### config.mk
export PLATFORM = sky130hd
export DESIGN_NAME = msrv32_irq_csr_unit_flat
export DESIGN_NICKNAME = d
export VERILOG_FILES = /design/src/rtl/msrv32_csr_pkg.sv /design/src/rtl/msrv32_irq_csr_unit_if.sv /design/src/rtl/msrv32_irq_arbiter.sv /design/src/rtl/msrv32_irq_csr_unit.sv /design/src/flat_wrapper.sv
export SDC_FILE = /design/constraint.sdc
export NUM_CORES = 1
export LEC_CHECK = 0
export CAP_MARGIN = 20
export CELL_PAD_IN_SITES_DETAIL_PLACEMENT = 1
export CELL_PAD_IN_SITES_GLOBAL_PLACEMENT = 2
export CORE_UTILIZATION = 33
export DETAILED_ROUTE_END_ITERATION = 10
export GPL_TIMING_DRIVEN = 0
export PLACE_DENSITY_LB_ADDON = 0.1
export RECOVER_POWER = 50
export REMOVE_ABC_BUFFERS = 1
export SETUP_SLACK_MARGIN = 0.1
export SLEW_MARGIN = 15
export SYNTH_ARGS = -nofsm -noshare
export SYNTH_HDL_FRONTEND = slang
export SYNTH_SLANG_ARGS = --single-unit
### constraint.sdc
create_clock -name clock -period 3.03 [get_ports clock]
set_clock_uncertainty 0.2 [all_clocks]
set_input_delay 0.303 -clock clock [delete_from_list [all_inputs] [get_ports clock]]
set_output_delay 0.303 -clock clock [all_outputs]
set_load 0.05 [all_outputs]
### src/rtl/msrv32_csr_pkg.sv
// rtl/msrv32_csr_pkg.sv - shared constants and types for the msrv32 trap/interrupt CSR unit
package msrv32_csr_pkg;

  localparam logic [11:0] CSR_MSTATUS  = 12'h300;
  localparam logic [11:0] CSR_MIE      = 12'h304;
  localparam logic [11:0] CSR_MTVEC    = 12'h305;
  localparam logic [11:0] CSR_MSCRATCH = 12'h340;
  localparam logic [11:0] CSR_MEPC     = 12'h341;
  localparam logic [11:0] CSR_MCAUSE   = 12'h342;
  localparam logic [11:0] CSR_MTVAL    = 12'h343;
  localparam logic [11:0] CSR_MIP      = 12'h344;

  localparam logic [4:0] IRQ_CODE_MSI = 5'd3;
  localparam logic [4:0] IRQ_CODE_MTI = 5'd7;
  localparam logic [4:0] IRQ_CODE_MEI = 5'd11;
  localparam int         LIRQ_BASE    = 16;

  localparam logic [1:0] MTVEC_DIRECT   = 2'd0;
  localparam logic [1:0] MTVEC_VECTORED = 2'd1;

  localparam logic [1:0] CSR_OP_WRITE = 2'b01;
  localparam logic [1:0] CSR_OP_SET   = 2'b10;
  localparam logic [1:0] CSR_OP_CLEAR = 2'b11;

  typedef enum logic {
    ST_IDLE = 1'b0,
    ST_REQ  = 1'b1
  } trap_state_t;

endpackage

### src/rtl/msrv32_irq_csr_unit_if.sv
// rtl/msrv32_irq_csr_unit_if.sv - CSR access and trap handshake bundle between pipeline and CSR unit
interface msrv32_irq_csr_unit_if;

  logic        wr_en_in;
  logic [11:0] csr_addr_in;
  logic [2:0]  csr_op_in;
  logic [4:0]  csr_uimm_in;
  logic [31:0] csr_data_in;
  logic [31:0] csr_data_out;
  logic [31:0] pc_in;
  logic        exc_valid_in;
  logic [3:0]  exc_cause_in;
  logic [31:0] exc_tval_in;
  logic        trap_req_out;
  logic        trap_ack_in;
  logic [31:0] trap_address_out;
  logic        mret_in;
  logic [31:0] epc_out;
  logic        mie_out;
  logic        irq_pending_out;

  modport master (
    output wr_en_in, csr_addr_in, csr_op_in, csr_uimm_in, csr_data_in,
    output pc_in, exc_valid_in, exc_cause_in, exc_tval_in, trap_ack_in, mret_in,
    input  csr_data_out, trap_req_out, trap_address_out, epc_out, mie_out, irq_pending_out
  );

  modport slave (
    input  wr_en_in, csr_addr_in, csr_op_in, csr_uimm_in, csr_data_in,
    input  pc_in, exc_valid_in, exc_cause_in, exc_tval_in, trap_ack_in, mret_in,
    output csr_data_out, trap_req_out, trap_address_out, epc_out, mie_out, irq_pending_out
  );

endinterface

### src/rtl/msrv32_irq_arbiter.sv
// rtl/msrv32_irq_arbiter.sv - interrupt synchronisation, edge pending flops, mip vector and priority encoder
module msrv32_irq_arbiter
  import msrv32_csr_pkg::*;
#(
  parameter int                  NUM_LIRQ  = 4,
  parameter logic [NUM_LIRQ-1:0] LIRQ_EDGE = '0
) (
  input  logic                clock,
  input  logic                rst_in,
  input  logic                e_irq,
  input  logic                t_irq,
  input  logic                s_irq,
  input  logic [NUM_LIRQ-1:0] lirq,
  input  logic [NUM_LIRQ-1:0] lirq_clr,
  input  logic [31:0]         mie,
  output logic [31:0]         mip,
  output logic                irq_valid,
  output logic [4:0]          irq_code
);

  logic                e_sync, t_sync, s_sync;
  logic [NUM_LIRQ-1:0] l_sync, l_prev, l_pend;
  logic [31:0]         active;

  // Sync every line once; edge channels latch a rising edge until software clears it (set beats clear)
  always_ff @(posedge clock or negedge rst_in) begin
    if (!rst_in) begin
      e_sync <= 1'b0;
      t_sync <= 1'b0;
      s_sync <= 1'b0;
      l_sync <= '0;
      l_prev <= '0;
      l_pend <= '0;
    end else begin
      e_sync <= e_irq;
      t_sync <= t_irq;
      s_sync <= s_irq;
      l_sync <= lirq;
      l_prev <= l_sync;
      l_pend <= LIRQ_EDGE & ((l_sync & ~l_prev) | (l_pend & ~lirq_clr));
    end
  end

  // Assemble the architectural mip view from synced levels and edge pending bits
  always_comb begin
    mip = '0;
    mip[IRQ_CODE_MEI] = e_sync;
    mip[IRQ_CODE_MTI] = t_sync;
    mip[IRQ_CODE_MSI] = s_sync;
    for (int i = 0; i < NUM_LIRQ; i++) begin
      mip[LIRQ_BASE + i] = LIRQ_EDGE[i] ? l_pend[i] : l_sync[i];
    end
  end

  // Fixed priority: MEI, MSI, MTI, then local lines with the lowest index winning
  always_comb begin
    active    = mip & mie;
    irq_valid = |active;
    irq_code  = '0;
    if (active[IRQ_CODE_MEI]) begin
      irq_code = IRQ_CODE_MEI;
    end else if (active[IRQ_CODE_MSI]) begin
      irq_code = IRQ_CODE_MSI;
    end else if (active[IRQ_CODE_MTI]) begin
      irq_code = IRQ_CODE_MTI;
    end else begin
      for (int i = NUM_LIRQ - 1; i >= 0; i--) begin
        if (active[LIRQ_BASE + i]) irq_code = 5'(LIRQ_BASE + i);
      end
    end
  end

endmodule

### src/rtl/msrv32_irq_csr_unit.sv
// rtl/msrv32_irq_csr_unit.sv - machine-mode trap CSRs, trap request FSM and trap address generation
module msrv32_irq_csr_unit
  import msrv32_csr_pkg::*;
#(
  parameter int                  NUM_LIRQ    = 4,
  parameter logic [NUM_LIRQ-1:0] LIRQ_EDGE   = '0,
  parameter logic [31:0]         RESET_MTVEC = 32'h0000_0000
) (
  input  logic                clock,
  input  logic                rst_in,
  input  logic                e_irq_in,
  input  logic                t_irq_in,
  input  logic                s_irq_in,
  input  logic [NUM_LIRQ-1:0] lirq_in,
  msrv32_irq_csr_unit_if.slave bus
);

  localparam logic [31:0] LIRQ_MASK = ((32'h1 << NUM_LIRQ) - 32'h1) << LIRQ_BASE;
  localparam logic [31:0] MIE_MASK  = 32'h0000_0888 | LIRQ_MASK;

  trap_state_t         state, state_next;
  logic                take_trap, ack_trap, mret_ok;
  logic                st_mie, st_mpie;
  logic [31:0]         mie_q, mtvec_q, mscratch_q, mepc_q, mcause_q, mtval_q;
  logic [5:0]          snap_cause;
  logic [31:0]         snap_epc, snap_tval;
  logic [31:0]         mip, rdata, operand, wdata, base;
  logic                irq_valid;
  logic [4:0]          irq_code;
  logic [NUM_LIRQ-1:0] lirq_clr;

  msrv32_irq_arbiter #(.NUM_LIRQ(NUM_LIRQ), .LIRQ_EDGE(LIRQ_EDGE)) u_arbiter (
    .clock     (clock),
    .rst_in    (rst_in),
    .e_irq     (e_irq_in),
    .t_irq     (t_irq_in),
    .s_irq     (s_irq_in),
    .lirq      (lirq_in),
    .lirq_clr  (lirq_clr),
    .mie       (mie_q),
    .mip       (mip),
    .irq_valid (irq_valid),
    .irq_code  (irq_code)
  );

  // Read mux: pre-write value of the addressed CSR, zero for unimplemented addresses
  always_comb begin
    case (bus.csr_addr_in)
      CSR_MSTATUS:  rdata = {24'b0, st_mpie, 3'b0, st_mie, 3'b0};
      CSR_MIE:      rdata = mie_q;
      CSR_MTVEC:    rdata = mtvec_q;
      CSR_MSCRATCH: rdata = mscratch_q;
      CSR_MEPC:     rdata = mepc_q;
      CSR_MCAUSE:   rdata = mcause_q;
      CSR_MTVAL:    rdata = mtval_q;
      CSR_MIP:      rdata = mip;
      default:      rdata = '0;
    endcase
  end

  // Read-modify-write value from the selected operand and operation
  always_comb begin
    operand = bus.csr_op_in[2] ? {27'b0, bus.csr_uimm_in} : bus.csr_data_in;
    case (bus.csr_op_in[1:0])
      CSR_OP_WRITE: wdata = operand;
      CSR_OP_SET:   wdata = rdata | operand;
      CSR_OP_CLEAR: wdata = rdata & ~operand;
      default:      wdata = rdata;
    endcase
  end

  assign lirq_clr = (bus.wr_en_in && bus.csr_addr_in == CSR_MIP) ? ~wdata[LIRQ_BASE +: NUM_LIRQ] : '0;
  assign mret_ok  = bus.mret_in && (state == ST_IDLE);

  // Trap FSM state register
  always_ff @(posedge clock or negedge rst_in) begin
    if (!rst_in) state <= ST_IDLE;
    else         state <= state_next;
  end

  // Trap FSM next state: requests are sticky until the pipeline acknowledges
  always_comb begin
    state_next       = state;
    take_trap        = 1'b0;
    ack_trap         = 1'b0;
    bus.trap_req_out = 1'b0;
    case (state)
      ST_IDLE: begin
        if (bus.exc_valid_in || (st_mie && irq_valid)) begin
          state_next = ST_REQ;
          take_trap  = 1'b1;
        end
      end
      ST_REQ: begin
        bus.trap_req_out = 1'b1;
        if (bus.trap_ack_in) begin
          state_next = ST_IDLE;
          ack_trap   = 1'b1;
        end
      end
      default: state_next = ST_IDLE;
    endcase
  end

  // Snapshot cause/epc/tval when a trap is first requested; exceptions win over interrupts
  always_ff @(posedge clock or negedge rst_in) begin
    if (!rst_in) begin
      snap_cause <= '0;
      snap_epc   <= '0;
      snap_tval  <= '0;
    end else if (take_trap) begin
      snap_cause <= bus.exc_valid_in ? {2'b00, bus.exc_cause_in} : {1'b1, irq_code};
      snap_epc   <= bus.pc_in & ~32'h3;
      snap_tval  <= bus.exc_valid_in ? bus.exc_tval_in : 32'h0;
    end
  end

  // mstatus: trap entry beats MRET, which beats a software write
  always_ff @(posedge clock or negedge rst_in) begin
    if (!rst_in) begin
      st_mie  <= 1'b0;
      st_mpie <= 1'b0;
    end else if (ack_trap) begin
      st_mpie <= st_mie;
      st_mie  <= 1'b0;
    end else if (mret_ok) begin
      st_mie  <= st_mpie;
      st_mpie <= 1'b1;
    end else if (bus.wr_en_in && bus.csr_addr_in == CSR_MSTATUS) begin
      st_mie  <= wdata[3];
      st_mpie <= wdata[7];
    end
  end

  // Remaining CSRs; trap entry owns mepc/mcause/mtval on the acknowledge edge
  always_ff @(posedge clock or negedge rst_in) begin
    if (!rst_in) begin
      mie_q      <= '0;
      mtvec_q    <= RESET_MTVEC;
      mscratch_q <= '0;
      mepc_q     <= '0;
      mcause_q   <= '0;
      mtval_q    <= '0;
    end else begin
      if (bus.wr_en_in && bus.csr_addr_in == CSR_MIE)      mie_q <= wdata & MIE_MASK;
      if (bus.wr_en_in && bus.csr_addr_in == CSR_MTVEC)
        mtvec_q <= {wdata[31:2], (wdata[1:0] == MTVEC_VECTORED) ? MTVEC_VECTORED : MTVEC_DIRECT};
      if (bus.wr_en_in && bus.csr_addr_in == CSR_MSCRATCH) mscratch_q <= wdata;
      if (ack_trap) begin
        mepc_q   <= snap_epc;
        mcause_q <= {snap_cause[5], 26'b0, snap_cause[4:0]};
        mtval_q  <= snap_tval;
      end else begin
        if (bus.wr_en_in && bus.csr_addr_in == CSR_MEPC)   mepc_q   <= wdata & ~32'h3;
        if (bus.wr_en_in && bus.csr_addr_in == CSR_MCAUSE) mcause_q <= wdata & 32'h8000_001F;
        if (bus.wr_en_in && bus.csr_addr_in == CSR_MTVAL)  mtval_q  <= wdata;
      end
    end
  end

  assign base                 = {mtvec_q[31:2], 2'b00};
  assign bus.trap_address_out = (mtvec_q[1:0] == MTVEC_VECTORED && snap_cause[5])
                                ? base + {25'b0, snap_cause[4:0], 2'b00} : base;
  assign bus.csr_data_out     = rdata;
  assign bus.epc_out          = mepc_q;
  assign bus.mie_out          = st_mie;
  assign bus.irq_pending_out  = irq_valid;

endmodule
### src/flat_wrapper.sv
// flat-port wrapper written by rule: the top's interface ports become plain ports
module msrv32_irq_csr_unit_flat import msrv32_csr_pkg::*;
#(
  parameter int                  NUM_LIRQ    = 4,
  parameter logic [NUM_LIRQ-1:0] LIRQ_EDGE   = '0,
  parameter logic [31:0]         RESET_MTVEC = 32'h0000_0000
)
  (clock, rst_in, e_irq_in, t_irq_in, s_irq_in, lirq_in, bus_wr_en_in, bus_csr_addr_in, bus_csr_op_in, bus_csr_uimm_in, bus_csr_data_in, bus_pc_in, bus_exc_valid_in, bus_exc_cause_in, bus_exc_tval_in, bus_trap_ack_in, bus_mret_in, bus_csr_data_out, bus_trap_req_out, bus_trap_address_out, bus_epc_out, bus_mie_out, bus_irq_pending_out);
  msrv32_irq_csr_unit_if bus_i ();
  input  logic clock;
  input  logic rst_in;
  input  logic e_irq_in;
  input  logic t_irq_in;
  input  logic s_irq_in;
  input  logic [NUM_LIRQ-1:0] lirq_in;
  input wire logic [$bits(bus_i.wr_en_in)-1:0] bus_wr_en_in;
  input wire logic [$bits(bus_i.csr_addr_in)-1:0] bus_csr_addr_in;
  input wire logic [$bits(bus_i.csr_op_in)-1:0] bus_csr_op_in;
  input wire logic [$bits(bus_i.csr_uimm_in)-1:0] bus_csr_uimm_in;
  input wire logic [$bits(bus_i.csr_data_in)-1:0] bus_csr_data_in;
  input wire logic [$bits(bus_i.pc_in)-1:0] bus_pc_in;
  input wire logic [$bits(bus_i.exc_valid_in)-1:0] bus_exc_valid_in;
  input wire logic [$bits(bus_i.exc_cause_in)-1:0] bus_exc_cause_in;
  input wire logic [$bits(bus_i.exc_tval_in)-1:0] bus_exc_tval_in;
  input wire logic [$bits(bus_i.trap_ack_in)-1:0] bus_trap_ack_in;
  input wire logic [$bits(bus_i.mret_in)-1:0] bus_mret_in;
  output wire logic [$bits(bus_i.csr_data_out)-1:0] bus_csr_data_out;
  output wire logic [$bits(bus_i.trap_req_out)-1:0] bus_trap_req_out;
  output wire logic [$bits(bus_i.trap_address_out)-1:0] bus_trap_address_out;
  output wire logic [$bits(bus_i.epc_out)-1:0] bus_epc_out;
  output wire logic [$bits(bus_i.mie_out)-1:0] bus_mie_out;
  output wire logic [$bits(bus_i.irq_pending_out)-1:0] bus_irq_pending_out;
  assign bus_i.wr_en_in = bus_wr_en_in;
  assign bus_i.csr_addr_in = bus_csr_addr_in;
  assign bus_i.csr_op_in = bus_csr_op_in;
  assign bus_i.csr_uimm_in = bus_csr_uimm_in;
  assign bus_i.csr_data_in = bus_csr_data_in;
  assign bus_i.pc_in = bus_pc_in;
  assign bus_i.exc_valid_in = bus_exc_valid_in;
  assign bus_i.exc_cause_in = bus_exc_cause_in;
  assign bus_i.exc_tval_in = bus_exc_tval_in;
  assign bus_i.trap_ack_in = bus_trap_ack_in;
  assign bus_i.mret_in = bus_mret_in;
  assign bus_csr_data_out = bus_i.csr_data_out;
  assign bus_trap_req_out = bus_i.trap_req_out;
  assign bus_trap_address_out = bus_i.trap_address_out;
  assign bus_epc_out = bus_i.epc_out;
  assign bus_mie_out = bus_i.mie_out;
  assign bus_irq_pending_out = bus_i.irq_pending_out;
  msrv32_irq_csr_unit #(.NUM_LIRQ(NUM_LIRQ), .LIRQ_EDGE(LIRQ_EDGE), .RESET_MTVEC(RESET_MTVEC)) u_core (.clock(clock), .rst_in(rst_in), .e_irq_in(e_irq_in), .t_irq_in(t_irq_in), .s_irq_in(s_irq_in), .lirq_in(lirq_in), .bus(bus_i));
endmodule
Fig. 1: metal 1
The bar under the picture is 50 µm long. Cells faint in the background.
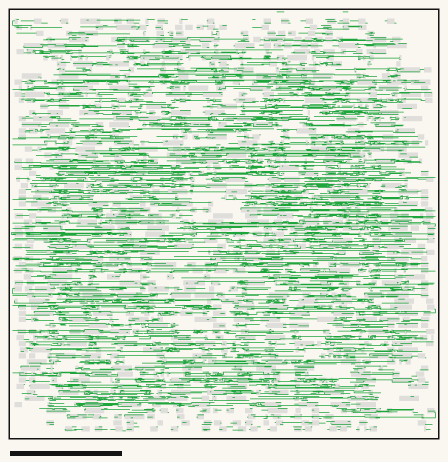
The layer holds 46% of the routed length. The longest straight run is 61.2 µm.
met1 usage: 0.350
Vias: 10.6k
total routed wirelength: 46600 µm

Fig. 2: met2 routing
The bar under the picture is 50 µm long. Cells faint in the background.
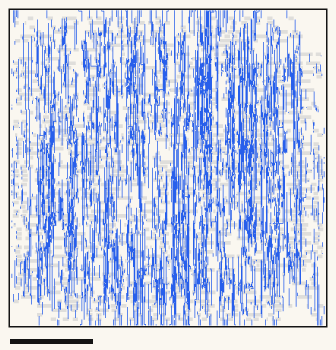
1398 nets have wire on it. The layer holds 48% of the routed length. The longest straight run is 97.6 µm. The layer carries 22.2 mm of wire.
M2 GR Usage: 0.419

Fig. 3: the metal 3 layer
The bar under the picture is 50 µm long. Cells faint in the background.
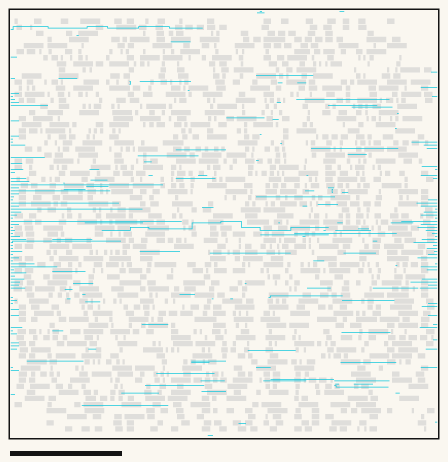
The wires run mostly horizontal. The layer carries 2150 µm of wire. The longest straight run is 76.1 µm. The layer holds 4.6% of the routed length.

==> flow_summary.json <==
{
  "track_usage": 0.256,
  "nNonClkBuffers": 296,
  "yosysTopAreaCellShare": 0.457,
  "setup_viol": 47,
  "rrSetupSlack_ns": -0.12,
  "nonClockInverterCount": 29,
  "diodes": 0,
  "fin_ws_ns": -0.256,
  "place_area_um2": 14700,
  "r2r_start": "u_core.mie_q[3]",
  "yosysSeqAreaShare": 0.457,
  "hold_viol": 0,
  "die-width_um": 191,
  "gp_congestion": 0.810,
  "postRouteAntennaNets": 0,
  "cts_buffers": 28,
  "hold_path_startpoint": "bus_exc_tval_in[21]",
  "largest_area_cell": "dfrtp_1",
  "p_per_area_nw_per_um2": 561,
  "hpwl_um": 30300,
  "grt_antenna_before_repair": 1,
  "place_inst": 1817,
  "cp-startpoint": "u_core.snap_cause[0]",
  "synthDistinctLibCells": 65,
  "tap_cells": 455,
  "comb_area_um2": 6610,
  "crit_path_end_kind": "output pin",
  "cts.sinks": 216,
  "crit_end": "bus_trap_address_out[28]",
  "clk_share": 0.0539,
  "clockBufferDepth": 3,
  "path_clk_slew_ns": 0.06,
  "hold_class": "primary input to flop",
  "async_reset_ff_frac": 1.00,
  "globalRouteOverflowTotal": 0,
  "status": "finished with violations",
  "ys_area_um2": 11800,
  "violations": "setup timing",
  "yosysCellCount": 1207,
  "wirelength_met1_um": 21200,
  "dp_slack_ns": -1.84,
  "top_layer": "met5",
  "logic_gate_count": 873,
  "postCtsHoldBufs": 6,
  "wl_met3_um": 2150,
  "clock_buffers": 40,
  "common_cells": "dfrtp_1, nand2_1, o21ai_0"
}
[through the flow]
| step | hold WS [ns] | total power (µW) |
|---|---|---|
| global placement | 0.259 | 5980 |
| global route | 0.129 | 9700 |
| detailed placement | 0.0451 | 6040 |
| CTS | 0.0141 | 9400 |
| finish | 0.122 | 9300 |
| floorplan | -0.193 | 5050 |
[power by group]
group	internal [µW]	switching [µW]
Combinational	1010	1290
Clock	1900	1370
Sequential	3370	354
Total	6290	3010
[cells in the final DEF (no fill, tap or decap), types with 30 or more instances in the layout]
cell type | synthesis | layout
a21oi_1 | 33 | 30
a22o_1 | 45 | 45
and3_1 | 49 | 48
xnor2_1 | 48 | 31
nand2_1 | 163 | 158
clkdlybuf4s50_1 | 0 | 143
dfrtp_1 | 216 | 208
mux2_2 | 62 | 61
o21ai_0 | 83 | 80
mux2i_1 | 39 | 39
buf_6 | 3 | 39
a221o_1 | 35 | 35
nor2_1 | 50 | 45
buf_4 | 5 | 43
[critical path: stages, from the launching register on]
cell	delay [ns]
dfrtp_1	0.37
ha_2	0.20
inv_2	0.04
fa_2	0.39
nor2b_4	0.15
o21a_4	0.15
o21ai_4	0.08
a21boi_2	0.15
buf_6	0.17
nand3_4	0.11
xnor2_4	0.22
buf_6	0.19
[sequential cells by signal (all words and copies together), names as in the netlist]
signal	flops
u_core.u_arbiter.t_sync	1
u_core.bus.epc_out	30
u_core.u_arbiter.s_sync	1
u_core.bus.mie_out	1
u_core.snap_epc	30
u_core.mscratch_q	32
u_core.mtvec_q	31
u_core.state	1
u_core.mtval_q	32
u_core.snap_cause	6
u_core.u_arbiter.e_sync	1
u_core.mie_q	7
u_core.mcause_q	6
u_core.st_mpie	1
u_core.u_arbiter.l_sync	4
u_core.snap_tval	32
Power and IR drop assume default switching activity.
